File: config.mk
export PLATFORM = sky130hd
export DESIGN_NAME = baud_tick_generator
export DESIGN_NICKNAME = d
export VERILOG_FILES = /design/src/rtl/uart_pkg.sv /design/src/rtl/os_phase_counter.sv /design/src/rtl/baud_tick_generator.sv
export SDC_FILE = /design/constraint.sdc
export NUM_CORES = 1
export LEC_CHECK = 0
export CAP_MARGIN = 20
export CORE_MARGIN = 2
export CORE_UTILIZATION = 40
export DETAILED_ROUTE_END_ITERATION = 6
export PLACE_DENSITY = 0.68
export SYNTH_ARGS = -nofsm -noshare
export SYNTH_HDL_FRONTEND = slang
export SYNTH_SLANG_ARGS = --single-unit
File: constraint.sdc
create_clock -name clk -period 4.1 [get_ports clk]
set_clock_uncertainty 0.05 [all_clocks]
set_input_delay 1.23 -clock clk [delete_from_list [all_inputs] [get_ports clk]]
set_output_delay 1.23 -clock clk [all_outputs]
set_load 0.01 [all_outputs]
File: src/rtl/uart_pkg.sv
// Shared UART constants, the baud divisor layout and the reset-divisor calculation
// used by the baud tick generator.
package uart_pkg;

  localparam int OVERSAMPLE_DEFAULT = 16;
  localparam int DIV_WIDTH          = 16;
  localparam int FRAC_BITS          = 4;

  typedef struct packed {
    logic [DIV_WIDTH-1:0] int_part;
    logic [FRAC_BITS-1:0] frac;
  } baud_div_t;

  // round(clk_freq * 2^frac_bits / (baud * os))
  function automatic longint calc_div(input longint clk_freq, input longint baud,
                                      input longint os, input int frac_bits = FRAC_BITS);
    longint den;
    den = baud * os;
    return ((clk_freq << frac_bits) + (den / 2)) / den;
  endfunction

endpackage

File: src/rtl/os_phase_counter.sv
// Oversample phase counter: tracks the os phase within a bit and emits mid_tick and
// bit_tick coincident with the os_tick that closes the matching phase.
module os_phase_counter
  import uart_pkg::*;
#(
  parameter int OVERSAMPLE = OVERSAMPLE_DEFAULT
) (
  input  logic clk,
  input  logic reset,
  input  logic sync,
  input  logic os_adv,
  output logic mid_tick,
  output logic bit_tick
);

  localparam int PW = $clog2(OVERSAMPLE);
  localparam logic [PW-1:0] PH_MID  = PW'(OVERSAMPLE / 2 - 1);
  localparam logic [PW-1:0] PH_LAST = PW'(OVERSAMPLE - 1);

  logic [PW-1:0] phase;

  // os_adv is already suppressed by sync and by en low, so the ticks follow it directly
  always_ff @(posedge clk or negedge reset) begin
    if (!reset) begin
      phase    <= '0;
      mid_tick <= 1'b0;
      bit_tick <= 1'b0;
    end else begin
      mid_tick <= os_adv && (phase == PH_MID);
      bit_tick <= os_adv && (phase == PH_LAST);
      if (sync)
        phase <= '0;
      else if (os_adv)
        phase <= (phase == PH_LAST) ? '0 : phase + PW'(1);
    end
  end

endmodule

File: src/rtl/baud_tick_generator.sv
// Fractional baud tick source: divides clk into os_tick periods of div_int or div_int+1
// cycles, with glitch-free divisor retuning and start-bit re-phasing via sync.
module baud_tick_generator #(
  parameter int CLK_FREQ     = 100_000_000,
  parameter int DEFAULT_BAUD = 9600,
  parameter int OVERSAMPLE   = uart_pkg::OVERSAMPLE_DEFAULT,
  parameter int DIV_WIDTH    = uart_pkg::DIV_WIDTH,
  parameter int FRAC_BITS    = uart_pkg::FRAC_BITS
) (
  input  logic                           clk,
  input  logic                           reset,
  input  logic                           en,
  input  logic                           sync,
  input  logic                           div_wr,
  input  logic [DIV_WIDTH+FRAC_BITS-1:0] div_in,
  output logic                           div_pend,
  output logic                           os_tick,
  output logic                           mid_tick,
  output logic                           bit_tick
);

  localparam int DW = DIV_WIDTH + FRAC_BITS;
  localparam int FW = (FRAC_BITS > 0) ? FRAC_BITS : 1;
  localparam logic [DW-1:0] RESET_DIV =
    DW'(uart_pkg::calc_div(CLK_FREQ, DEFAULT_BAUD, OVERSAMPLE, FRAC_BITS));

  logic [DW-1:0]        div_act;
  logic [DW-1:0]        div_pnd;
  logic [DIV_WIDTH-1:0] cnt;
  logic [DIV_WIDTH-1:0] div_int;
  logic [DIV_WIDTH-1:0] last;
  logic [FW-1:0]        acc;
  logic [FW-1:0]        div_frac;
  logic [FW:0]          acc_sum;
  logic                 ext;
  logic                 centering;
  logic                 boundary;

  always_comb begin
    div_int = div_act[DW-1:FRAC_BITS];
    if (div_int < DIV_WIDTH'(2))
      div_int = DIV_WIDTH'(2);
    div_frac = (FRAC_BITS > 0) ? div_act[FW-1:0] : '0;
    last     = div_int - DIV_WIDTH'(1) + DIV_WIDTH'(ext);
    boundary = en && !sync && (cnt == last);
    acc_sum  = {1'b0, acc} + {1'b0, div_frac};
  end

  // After sync, fractional carries are held off until the mid-bit tick so the
  // start-bit centre lands exactly (OVERSAMPLE/2)*div_int cycles later.
  always_ff @(posedge clk or negedge reset) begin
    if (!reset) begin
      cnt       <= '0;
      acc       <= '0;
      ext       <= 1'b0;
      centering <= 1'b0;
      os_tick   <= 1'b0;
      div_act   <= RESET_DIV;
      div_pend  <= 1'b0;
    end else begin
      os_tick <= boundary;
      if (mid_tick)
        centering <= 1'b0;
      if (sync) begin
        cnt       <= '0;
        acc       <= '0;
        ext       <= 1'b0;
        centering <= 1'b1;
      end else if (boundary) begin
        cnt <= '0;
        if (centering) begin
          ext <= 1'b0;
        end else begin
          acc <= acc_sum[FW-1:0];
          ext <= acc_sum[FW];
        end
      end else if (en) begin
        cnt <= cnt + DIV_WIDTH'(1);
      end

      if (div_wr && (sync || !en)) begin
        div_act  <= div_in;
        div_pend <= 1'b0;
      end else if (div_wr) begin
        div_pend <= 1'b1;
        if (boundary && div_pend)
          div_act <= div_pnd;
      end else if (boundary && div_pend) begin
        div_act  <= div_pnd;
        div_pend <= 1'b0;
      end
    end
  end

  always_ff @(posedge clk) begin
    if (div_wr)
      div_pnd <= div_in;
  end

  os_phase_counter #(
    .OVERSAMPLE (OVERSAMPLE)
  ) u_phase (
    .clk      (clk),
    .reset    (reset),
    .sync     (sync),
    .os_adv   (boundary),
    .mid_tick (mid_tick),
    .bit_tick (bit_tick)
  );

endmodule

**Run 1: metal 1**

Scale bar: 20 microns. Supply wires on this layer in gray. Cells faint in the background.
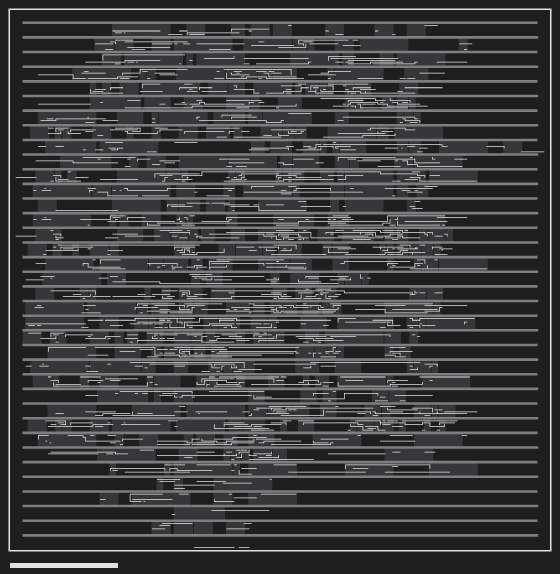
- longest straight run: 33.1 microns
- wire length on this layer: 3840 microns
- main direction: horizontal
- nets with wire on the layer: 408
- share of all routed wire: 49%
met1 Use GR: 23.3%
Vias: 2732
Routed WL: 7870 microns

**Run 1: a small window of the routed layout**

Scale bar: 10 microns. Region (30, 10) to (70, 50) microns. Cells in gray, sequential cells in the stronger gray; small squares are vias.
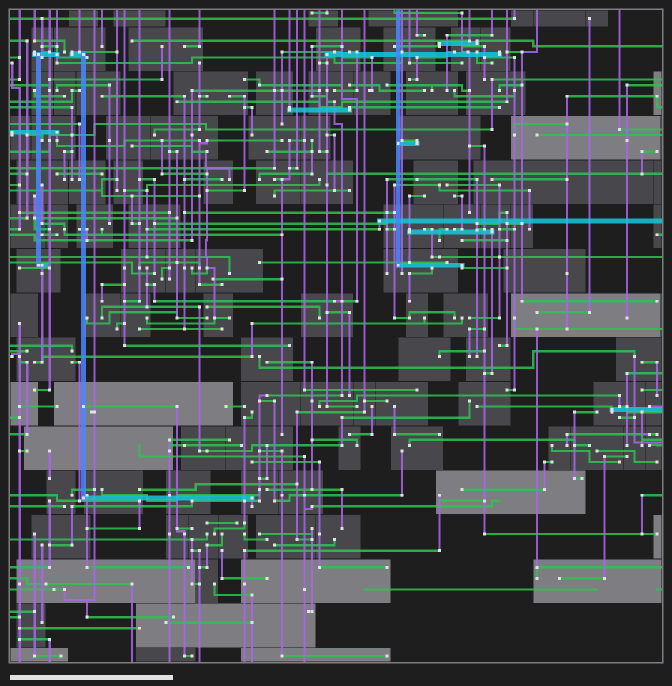
- purple: M2
- cyan: M3
- green: M1
- blue: M4
- most frequent: nor2_1 (9), xnor2_1 (8), a21oi_1 (8)
- sequential cells in the window: 9
- cells with their middle in the window: 92
- netlist names of flops here include: `cnt` (4), `div_pnd` (3), `div_act` (2)

==> impl_metrics.json, run 1 <==
{
  "top_cell_area_share_pct": 29.7,
  "mux_share_pct": 8.06,
  "clk_latency_ns": 0.35,
  "area_leaders": "dfrtp_1, edfxtp_1, mux2i_1, nor2_1, a21oi_1",
  "synth.distinct_cells": 51,
  "cp_data_required_time_ns": 4.32,
  "cts_tree": "built",
  "warnings": 26,
  "timing.rr.end": "cnt[13]$_DFFE_PN0P_",
  "pre_cts_ws_ns": 0.0957,
  "power.leakage_nw": 1.91,
  "min-delay-start": "u_phase.phase[3]$_DFFE_PN0P_",
  "slew_viol_final": 0,
  "status": "finished, final reports clean",
  "clock_sinks": 70,
  "use_met3_pct": 2.86,
  "synth_seq_share_pct": 50.1,
  "design_power_total_w": 0.00156,
  "htree_levels": 3,
  "port_buffers": 28,
  "synth_cells": 351,
  "synthFlopType": "dfrtp_1",
  "grt-ovfl-total": 0,
  "cap_viol_max_count": 0,
  "clkSlewWorstSetupHoldPaths_ns": 0.08,
  "cts_root_buf": "clkbuf_8",
  "io_pins": 29,
  "dr_wl_met2_microns": 3700,
  "holdWs_ns": 0.456,
  "n_antenna_cell": 0,
  "setup_tns_ns": 0,
  "yosysChipArea_sq_um": 3710,
  "cp-end-kind": "flop"
}
**Run 1: sizing map**

Scale bar: 20 microns.
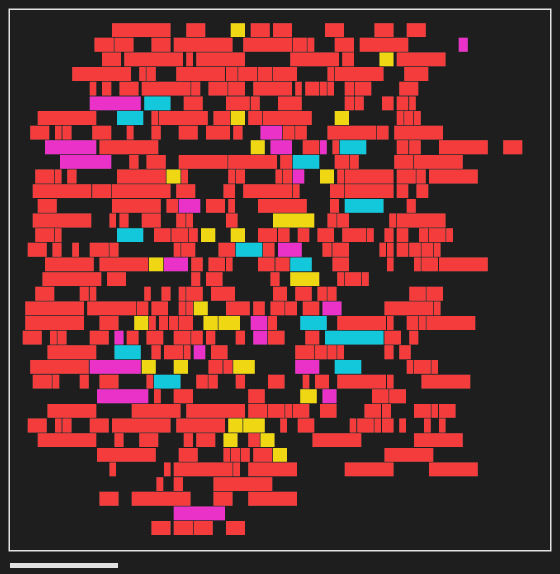
- cyan: x6 and larger (cells 13)
- magenta: x2 (cells 21)
- yellow: x3 and x4 (cells 25)
- red: x1 and smaller (cells 344)
nonclk buf count: 49
final worst slack: 0.233 ns
Synth-to-Final Area Change: 19.9%
cell area after layout: 4450 sq um

**Run 1: signal wires on met2**

Scale bar: 20 microns. Cells faint in the background.
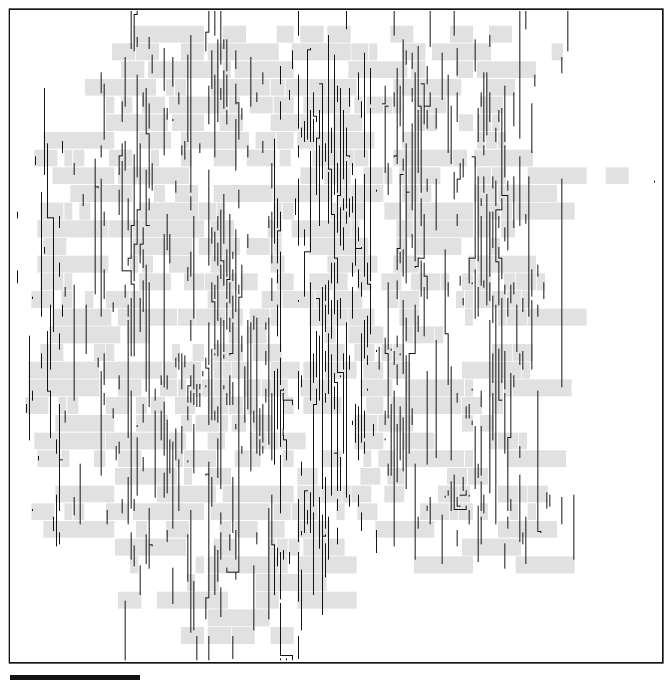
- share of all routed wire: 47%
- longest straight run: 42.3 microns
- nets with wire on the layer: 349
- wire length on this layer: 3700 microns
GR Util met2: 26.3%

run 1: synthesized netlist by cell type, types with 2 or more instances:
library cell	number
xor2_1	17
nand4b_1	2
a21o_1	3
nand3_1	12
and3_1	4
nand4_1	9
nand2b_1	10
nand2_1	20
nor2_1	47
edfxtp_1	20
clkbuf_1	7
mux2_2	3
nor3b_1	3
a21oi_1	34
or3b_2	2
o21ai_0	7
nor2b_1	4
buf_2	4
a31oi_1	3
inv_1	3
dfrtp_1	44
nor3_1	2
or3_1	2
nand3b_1	4
or4b_1	3
or4_4	2
nor4_1	4
xnor2_1	15
or3_2	2
or4_1	2
mux2i_1	25
dfstp_2	6
ha_1	8
run 1: area by class of cell:
cell class	count	area [sq um]	share of cell area, %
clock buffers	12	145	3.26
clock inverters	4	47.5	1.07
inverters	4	15.0	0.338
multi-input cells	264	1790	40.3
flip-flops and latches	70	1860	41.8
well taps	111	139	3.12
repair buffers	49	449	10.1
run 1: worst max-delay path, delay by kind of cell, from the launching register on:
kind                     cells  cell delay, ns
flip-flops                   1            0.39
AND/OR/NAND/NOR              9            2.45
AND-OR/OR-AND                2            0.34
buffers and inverters        1            0.09
multiplexers                 1            0.31
adder cells (fa/ha/maj)      1            0.16
run 1: flip-flops by register name (all words and copies together), names as in the netlist:
signal / flops
u_phase.bit_tick: 1
u_phase.phase: 4
cnt: 16
div_pend: 1
os_tick: 1
ext: 1
u_phase.mid_tick: 1
acc: 4
centering: 1
div_pnd: 20
div_act: 20
run 1: report_power, final:
part	internal [W]	total [W]	leakage [nW]	switching, W
Clock	0.000296	0.000554	0.0980	0.000258
Combinational	0.0000989	0.000202	0.990	0.000103
Sequential	0.000767	0.000801	0.826	0.0000336
Total	0.00116	0.00156	1.91	0.000395
--- run 2 (diff from run 1) ---
--- a/config.mk
+++ b/config.mk
@@ -9,7 +9,7 @@
 export CORE_MARGIN = 2
 export CORE_UTILIZATION = 40
 export DETAILED_ROUTE_END_ITERATION = 6
-export PLACE_DENSITY = 0.68
+export PLACE_DENSITY = 0.65
 export SYNTH_ARGS = -nofsm -noshare
 export SYNTH_HDL_FRONTEND = slang
 export SYNTH_SLANG_ARGS = --single-unit
==> constraint.sdc (replaced) <==
create_clock -name clk -period 4.8 [get_ports clk]
set_clock_uncertainty 0.05 [all_clocks]
set_input_delay 1.44 -clock clk [delete_from_list [all_inputs] [get_ports clk]]
set_output_delay 1.44 -clock clk [all_outputs]
set_load 0.01 [all_outputs]
**Run 2: routing congestion**

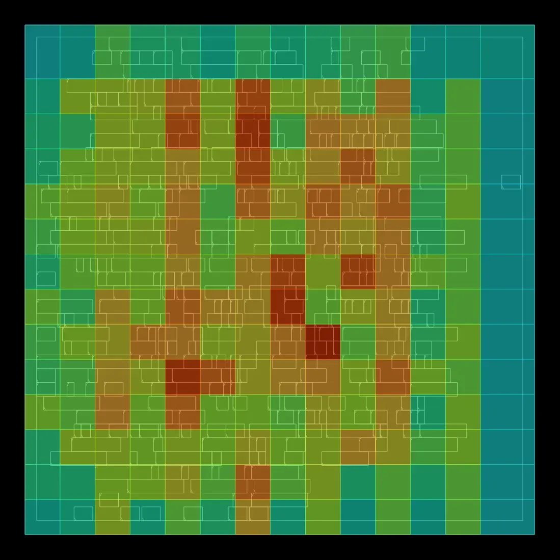
met3 Use GR: 3.55%
GR Util met2: 26.9%

==> impl_metrics.json, run 2 <==
{
  "swShare_pct": 23.1,
  "synth.distinct_cells": 51,
  "intPower_w": 0.00112,
  "top_cell_area_share_pct": 29.7,
  "synth_seq_share_pct": 50.1,
  "io_pins": 29,
  "path_delay_family": "simple AND/OR/NAND/NOR gates",
  "htree_levels": 3,
  "status": "finished, final reports clean",
  "setup_ws_ns": 0.375,
  "min-delay-start": "ext$_DFFE_PN0P_",
  "common_cells": "nor2_1, dfrtp_1, a21oi_1",
  "cp_data_required_time_ns": 4.98,
  "yosysChipArea_sq_um": 3710,
  "comb_power_share_pct": 9.9,
  "area_delta_synth_final_pct": 18.6,
  "setup_tns_ns": 0,
  "clock_sinks": 70,
  "top_cell": "nor2_1",
  "grt-ovfl-total": 0,
  "p_sw_w": 0.000336,
  "area_leaders": "dfrtp_1, edfxtp_1, mux2i_1, nor2_1, a21oi_1",
  "cap_viol_max_count": 0,
  "finalWirelength_microns": 7830,
  "pg_clk_w": 0.000616,
  "pwr-share-seq_pct": 47.7,
  "critical_path_depth": 13,
  "synth_cells": 351,
  "grt_use_met1_pct": 23.1,
  "critPathBufInv": 0
}
==> run 2: netlist changes by cell type in the layout (fill, tap and decap cells not counted), sizes merged <==
cell / previous run / this run
buf: 22 / 9
bufinv: 1 / 3
clkbuf: 12 / 11
clkinv: 3 / 2
==> run 2: cell families (layout without fill, tap and decap cells) <==
group	count (synthesis)	after routing	share of synthesized area (%)
AND-OR/OR-AND	52	52	7.79
adder cells (fa/ha/maj)	9	9	3.24
multiplexers	29	29	8.06
XOR/XNOR	32	32	7.56
buffers and inverters	17	56	2.09
AND/OR/NAND/NOR	142	142	21.1
flip-flops	70	70	50.1
==> run 2: worst min-delay path: stages, from the launching register on <==
cell and delay [ns]:
dfrtp_1 0.38, nand2_1 0.06, a21oi_1 0.06
==> run 2: metrics by stage <==
stage | hold slack [ns] | instances | area [sq um] | utilization [%] | total power (W)
after floorplan | 0.407 | 351 | 3710 | - | 0.000782
after global placement | 0.443 | 485 | 4130 | 45.4 | 0.000846
after detailed placement | 0.451 | 485 | 4130 | 45.4 | 0.000850
after CTS | 0.468 | 501 | 4400 | 48.3 | 0.00147
after global routing | 0.484 | 501 | 4400 | 48.3 | 0.00151
final | 0.485 | 501 | 4400 | 48.3 | 0.00145
==> run 2: final cells by class <==
| class | instances | area, sq um |
|---|---|---|
| fillers | 859 | 4710 |
| multi-input cells | 264 | 1770 |
| clock buffers | 11 | 163 |
| inverters | 4 | 15.0 |
| well taps | 111 | 139 |
| repair buffers | 36 | 348 |
| clock inverters | 5 | 103 |
| flip-flops and latches | 70 | 1860 |
==> run 2: repair_timing <==
action | 4_1_cts | 5_1_grt
hold endpoints to repair | 0 | 0
gates resized | 0 | 1
hold buffers | 0 | 0
setup endpoints to repair | 0 | 3
No activity file was given, so power comes from the tool's default toggle rates.
